<file path="src/rtl/gost89_pkg.sv">
// Shared types and helpers for the GOST 28147-89 S-box inverter.
//   in_enum      : nibble index (0..15) into a 64-bit S-box row
//   inv_state_e  : controller states
//   nib_sel()    : extracts nibble i of a row using the forward packing,
//                  where nibble 0 sits in the most significant position.
package gost89_pkg;

  localparam int SBOX_ROW_W = 64;
  localparam int NIBBLES    = 16;

  typedef logic [3:0] in_enum;

  typedef enum logic [1:0] {
    IDLE = 2'd0,
    SCAN = 2'd1,
    DONE = 2'd2
  } inv_state_e;

  function automatic logic [3:0] nib_sel(input logic [SBOX_ROW_W-1:0] row,
                                         input in_enum i);
    return row[SBOX_ROW_W-1-4*i -: 4];
  endfunction

endpackage

</file>
<file path="src/rtl/gost89_sbox_inv_row.sv">
// One S-box row of the inverter: holds the inverse table being built,
// the 16-bit "output value already produced" vector and the error flag.
//   clk, rst   : clock, synchronous active-high reset
//   clear      : start of a new table, wipes inverse/seen/error
//   scan_en    : process forward entry idx this cycle
//   idx        : forward input nibble currently being scanned
//   fwd_row    : latched forward row (forward packing)
//   inv_row    : inverse row (same packing)
//   err        : row is not a permutation (some output value repeated)
//   seen_full  : every output value has been produced at least once
module gost89_sbox_inv_row
  import gost89_pkg::*;
(
  input  logic                  clk,
  input  logic                  rst,
  input  logic                  clear,
  input  logic                  scan_en,
  input  in_enum                idx,
  input  logic [SBOX_ROW_W-1:0] fwd_row,
  output logic [SBOX_ROW_W-1:0] inv_row,
  output logic                  err,
  output logic                  seen_full
);

  logic [SBOX_ROW_W-1:0] inv_q;
  logic [NIBBLES-1:0]    seen_q;
  logic                  err_q;
  logic [3:0]            v;

  assign v = nib_sel(fwd_row, idx);

  // NOTE: the inverse table is reset even though it behaves like a small
  // memory: downstream logic may look at sbox_inv right after reset and
  // must see zeros, not power-up garbage.
  always_ff @(posedge clk) begin
    if (rst) begin
      inv_q  <= '0;
      seen_q <= '0;
      err_q  <= 1'b0;
    end else if (clear) begin
      inv_q  <= '0;
      seen_q <= '0;
      err_q  <= 1'b0;
    end else if (scan_en) begin
      // Later indices overwrite earlier ones, so duplicates resolve to the
      // last writer; nibbles never written stay zero.
      for (int n = 0; n < NIBBLES; n++) begin
        if (v == n[3:0]) begin
          inv_q[SBOX_ROW_W-1-4*n -: 4] <= idx;
        end
      end
      // NOTE: non-blocking assignments here read the pre-edge seen_q, so the
      // duplicate test looks at history only, never at this cycle's own bit.
      err_q     <= err_q | seen_q[v];
      seen_q[v] <= 1'b1;
    end
  end

  assign inv_row   = inv_q;
  assign err       = err_q;
  assign seen_full = &seen_q;

endmodule

</file>
<file path="src/rtl/gost89_sbox_inverter.sv">
// Builds inverse GOST 28147-89 S-box tables for the decryption path.
// A forward table is accepted in IDLE, scanned one input nibble per cycle
// (all rows in parallel) for 16 cycles, then presented until the consumer
// takes it. Result appears 17 cycles after the input handshake.
//   clk, rst   : clock, synchronous active-high reset
//   in_valid   : forward table valid       in_ready  : can accept a table
//   sbox_in    : forward rows, row k at [64k+63:64k]
//   out_valid  : inverse tables valid      out_ready : consumer accepts
//   sbox_inv   : inverse rows, same packing
//   inv_error  : bit k set when row k is not a permutation
module gost89_sbox_inverter
  import gost89_pkg::*;
#(
  parameter int NUM_SBOX = 8
) (
  input  logic                           clk,
  input  logic                           rst,
  input  logic                           in_valid,
  output logic                           in_ready,
  input  logic [SBOX_ROW_W*NUM_SBOX-1:0] sbox_in,
  output logic                           out_valid,
  input  logic                           out_ready,
  output logic [SBOX_ROW_W*NUM_SBOX-1:0] sbox_inv,
  output logic [NUM_SBOX-1:0]            inv_error
);

  inv_state_e                     state_q, state_d;
  in_enum                         idx_q;
  logic [SBOX_ROW_W*NUM_SBOX-1:0] fwd_q;
  logic [NUM_SBOX-1:0]            seen_full;
  logic                           load;
  logic                           scan_en;

  assign load    = in_valid && in_ready;
  assign scan_en = (state_q == SCAN);

  always_ff @(posedge clk) begin
    if (rst) begin
      state_q <= IDLE;
      idx_q   <= '0;
    end else begin
      state_q <= state_d;
      if (load) begin
        idx_q <= '0;
      end else if (scan_en && idx_q != in_enum'(NIBBLES - 1)) begin
        // Hold at 15 on the last scan cycle instead of wrapping to 0.
        idx_q <= idx_q + in_enum'(1);
      end
    end
  end

  // The forward copy is always overwritten before the scan reads it, so it
  // carries no reset.
  always_ff @(posedge clk) begin
    if (load) begin
      fwd_q <= sbox_in;
    end
  end

  // NOTE: every output of this block is assigned a default first so no path
  // leaves a signal unassigned, which would otherwise infer a latch.
  always_comb begin
    state_d   = state_q;
    in_ready  = 1'b0;
    out_valid = 1'b0;
    unique case (state_q)
      IDLE: begin
        in_ready = 1'b1;
        if (in_valid) state_d = SCAN;
      end
      SCAN: begin
        if (idx_q == in_enum'(NIBBLES - 1)) state_d = DONE;
      end
      DONE: begin
        out_valid = 1'b1;
        if (out_ready) state_d = IDLE;
      end
      default: state_d = IDLE;
    endcase
  end

  for (genvar k = 0; k < NUM_SBOX; k++) begin : g_row
    gost89_sbox_inv_row u_row (
      .clk       (clk),
      .rst       (rst),
      .clear     (load),
      .scan_en   (scan_en),
      .idx       (idx_q),
      .fwd_row   (fwd_q[SBOX_ROW_W*k +: SBOX_ROW_W]),
      .inv_row   (sbox_inv[SBOX_ROW_W*k +: SBOX_ROW_W]),
      .err       (inv_error[k]),
      .seen_full (seen_full[k])
    );
  end

  // 16 writes into 16 slots: a repeat happened exactly when a slot was
  // missed, so the duplicate flag and the coverage vector must agree.
  always_ff @(posedge clk) begin
    if (!rst && state_q == DONE) begin
      assert (inv_error == ~seen_full);
    end
  end

endmodule

</file>
<file path="config.mk">
export PLATFORM = sky130hd
export DESIGN_NAME = gost89_sbox_inverter
export DESIGN_NICKNAME = d
export VERILOG_FILES = /design/src/rtl/gost89_pkg.sv /design/src/rtl/gost89_sbox_inv_row.sv /design/src/rtl/gost89_sbox_inverter.sv
export SDC_FILE = /design/constraint.sdc
export NUM_CORES = 2
export LEC_CHECK = 0
export CORE_AREA = 2 2 404 406
export DETAILED_ROUTE_END_ITERATION = 10
export DIE_AREA = 0 0 406 408
export SLEW_MARGIN = 20
export SYNTH_ARGS = -nofsm -noshare
export SYNTH_HDL_FRONTEND = slang
export SYNTH_SLANG_ARGS = --single-unit
</file>
<file path="constraint.sdc">
create_clock -name clk -period 21.8 [get_ports clk]
set_clock_uncertainty 0.05 [all_clocks]
set_input_delay 4.36 -clock clk [delete_from_list [all_inputs] [get_ports clk]]
set_output_delay 4.36 -clock clk [all_outputs]
set_load 0.02 [all_outputs]
</file>
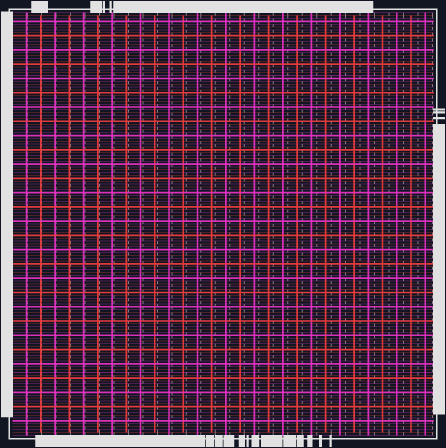
(PDN straps and rails)
Pins as bars on the die edge. Tap cells in grey.
red -> VDD
magenta -> VSS
signal pins = 1038
rows = 148
met1 rails = 149
Die H: 408 microns
VDD IR-drop max: 0.0700 mV
core area: 162000 sq um
Die W: 406 microns

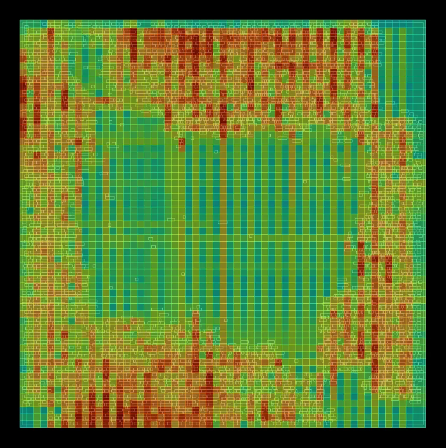
(routing congestion)
met2 GRT Util: 30.0%
Util after Layout: 38.1%
met3 usage: 5.45%

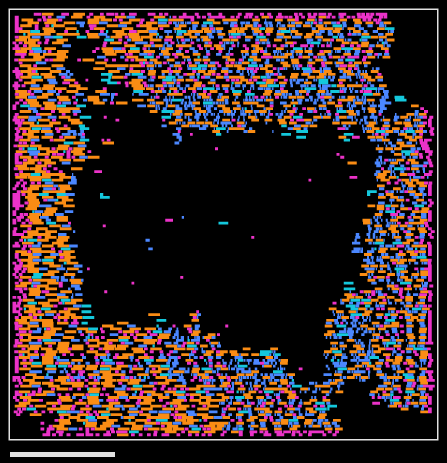
(cells coloured by class)
Scale bar: 100 microns.
blue -> all other logic  # cells 2059, share of their area 26%
magenta -> other buffers and delay cells  # cells 1081, share of their area 18%
cyan -> clock drivers and dummy loads  # cells 239, share of their area 7.6%
orange -> flip-flops  # cells 1166, share of their area 48%
num rows: 148
Seq/total area: 46.3%
Finished Cell Area: 61600 sq um

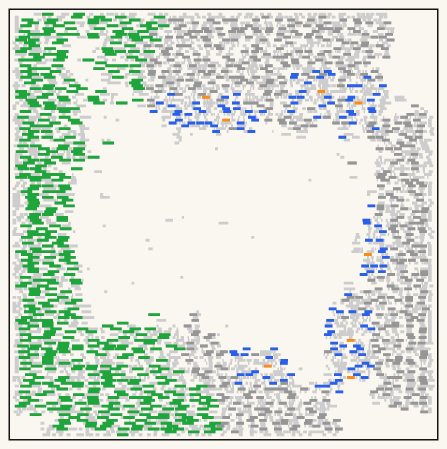
(register map, names as in the netlist)
blue -> g_row.u_row.seen_q  # sequential cells 128
green -> fwd_q  # sequential cells 512
orange -> g_row.u_row.err  # sequential cells 8
not coloured = 518

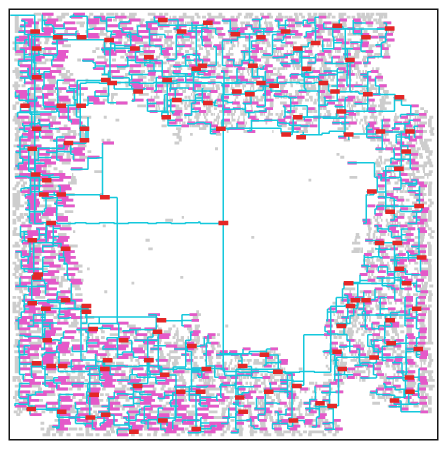
(clock network drawn from the DEF)
red -> cells driving clock nets  # count 131
magenta -> flip-flops  # count 1166
cyan -> clock wires  # length 15400 microns
routed clock nets = 132

[power breakdown]
group          leakage, nW  switching (W)  internal (W)
logic                 8.76       0.000257      0.000177
registers             10.2      0.0000275       0.00238
clock network         2.16       0.000927       0.00134
[kinds of logic (layout without fill, tap and decap cells)]
| kind of cell | after synthesis | in the layout | share of synthesized area (%) |
|---|---|---|---|
| muxes | 667 | 667 | 18.3 |
| xor gates and xnor gates | 2 | 2 | 0.0390 |
| adders and majority gates | 1 | 1 | 0.0279 |
| and+or+nand+nor | 1013 | 1013 | 10.2 |
| DFF | 1166 | 1166 | 63.4 |
| AOI/OAI and AO/OA | 315 | 315 | 4.29 |
| buffers and inverters | 342 | 1381 | 3.79 |
| other | 0 | 21 | 0 |
[path summary, 6_finish.rpt]
| kind | from | end | slack [ns] | cells past startpoint |
|---|---|---|---|---|
| hold / removal | g_row[0].u_row.seen_q[14]$_SDFFE_PP0P_ | g_row[0].u_row.seen_q[14]$_SDFFE_PP0P_ | 0.40 | 2 |
| hold reg to reg | g_row[0].u_row.seen_q[14]$_SDFFE_PP0P_ | g_row[0].u_row.seen_q[14]$_SDFFE_PP0P_ | 0.40 | 2 |
| setup / recovery | in_valid | g_row[4].u_row.inv_row[52]$_SDFFE_PP0P_ | 14.42 | 6 |
| setup reg to reg | idx_q[2]$_SDFFE_PP0N_ | g_row[4].u_row.inv_row[50]$_SDFFE_PP0P_ | 16.61 | 9 |
[cells in the mapped netlist (10+ instances only)]
master      n  area, sq um
a21oi_1   195          976
and2_1     10         62.6
buf_1      16         60.1
buf_2      86          430
buf_4      26          195
buf_6      15          169
clkbuf_1  130          488
dfxtp_1   654        13100
edfxtp_1  512        15400
inv_1      61          229
mux2_2     35          394
mux2i_1   512         5120
mux4_2    115         2590
nand2_1   125          469
nand2b_1   25          156
nand3_1    67          335
nor2_1    626         2350
nor2_2     19          119
nor2b_1    24          150
nor3_1     36          180
o21ai_0    31          155
o22ai_1    13         81.3
or2_2      19          119
[critical path: stages]
cell and delay [ns]:
clkdlybuf4s50_1 0.46, and2_4 0.53, or2_4 0.59, buf_4 0.80, buf_12 0.58, nor2_1 0.12
[area by class of cell]
class / count / area share, %
sequential: 1166 / 46.3
multi-input combinational: 1998 / 24.0
timing repair buffer: 1081 / 17.6
clock buffer: 182 / 5.95
tap: 2175 / 4.42
clock inverter: 57 / 1.28
inverter: 61 / 0.376
antenna: 21 / 0.0854
[registers in the layout, indices dropped and copies added (netlist names)]
register and count:
fwd_q 512, g_row.u_row.inv_row 512, g_row.u_row.seen_q 128, g_row.u_row.err 8, idx_q 4, state_q 2
[routing by layer]
metal / routed length (microns) / share of wire, % / GRT usage (%)
met2: 75200 / 48 / 30.0
met4: 5090 / 3.2 / 7.33
met3: 12200 / 7.7 / 5.45
met1: 65000 / 41 / 22.9
met5: 130 / 0.082 / 0
[stage by stage]
stage | util, % | total power, W | setup WS, ns
4_1_cts | 38.0 | 0.00517 | 14.55
6_report | 38.1 | 0.00512 | 14.42
5_1_grt | 38.1 | 0.00529 | 14.28
2_1_floorplan | - | 0.00273 | 3.55
3_5_place_dp | 35.3 | 0.00290 | 13.75
3_3_place_gp | 35.3 | 0.00289 | 13.78
==> results_slide.txt <==
Synthesis and Place & Route Summary

Drt
  – Mean routed wirelength per cell: 23.4 microns
  – Final wirelength: 158000 microns
  – Via density: between 4 and 5
  – DRT antenna net count: 0
  – Vias: slightly above 30k
  – Initial drt markers: about 2.4k

Global route
  – GRT Util Overall: 18.5%
  – Overflow after GRT: 0
  – Largest net degree at the start of global routing: between 200 and 250
  – First-pass GRT wire length: between 200000 and 250000 microns

Pwr
  – Leakage: roughly 21 nW
  – Power per Cell Area: ~83 nW/um^2

Setup path
  – CP Capture Type: flip-flop
  – Worst path required time: roughly 22 ns
  – Worst-path fanout max: roughly 210
  – CP Data Arrival Time: between 7 and 8 ns
  – Critical path class: primary input to flip-flop

Logic synthesis
  – Synthesis area per yosys: about 45000 sq um
  – Top FF cell, synth: dfxtp_1
  – Cell count after synthesis: between 3k and 4k

Clock network
  – Clock root buffer: clkbuf_16
  – CTS tree: built
  – CTS buffer count: between 100 and 150
  – CTS Hold Bufs: 0

Placed design
  – Placement Cell Area: between 50000 and 60000 sq um
  – # port buffers: roughly 1.0k

Timing
  – Post-Route Setup TNS: 0 ns
  – F_max: ~140 MHz
  – Slew headroom: approximately a quarter
  – # setup viols final: 0
  – Min Tclk post-route: ~7.4 ns

Layout
  – Register area: between 20000 and 30000 sq um
  – Final std cells w/o fill: 6741
  – Most numerous logic cell after layout: clkdlybuf4s50_1

Floorplan
  – Fp_density: between 20% and 30%

Min path
  – Worst hold path class: flip-flop to flip-flop

Run status
  – Status: complete, no violations

Flow run
  – Max Cap Viol: 0
Power figures rest on the tool's default switching activity, not on a simulated workload.
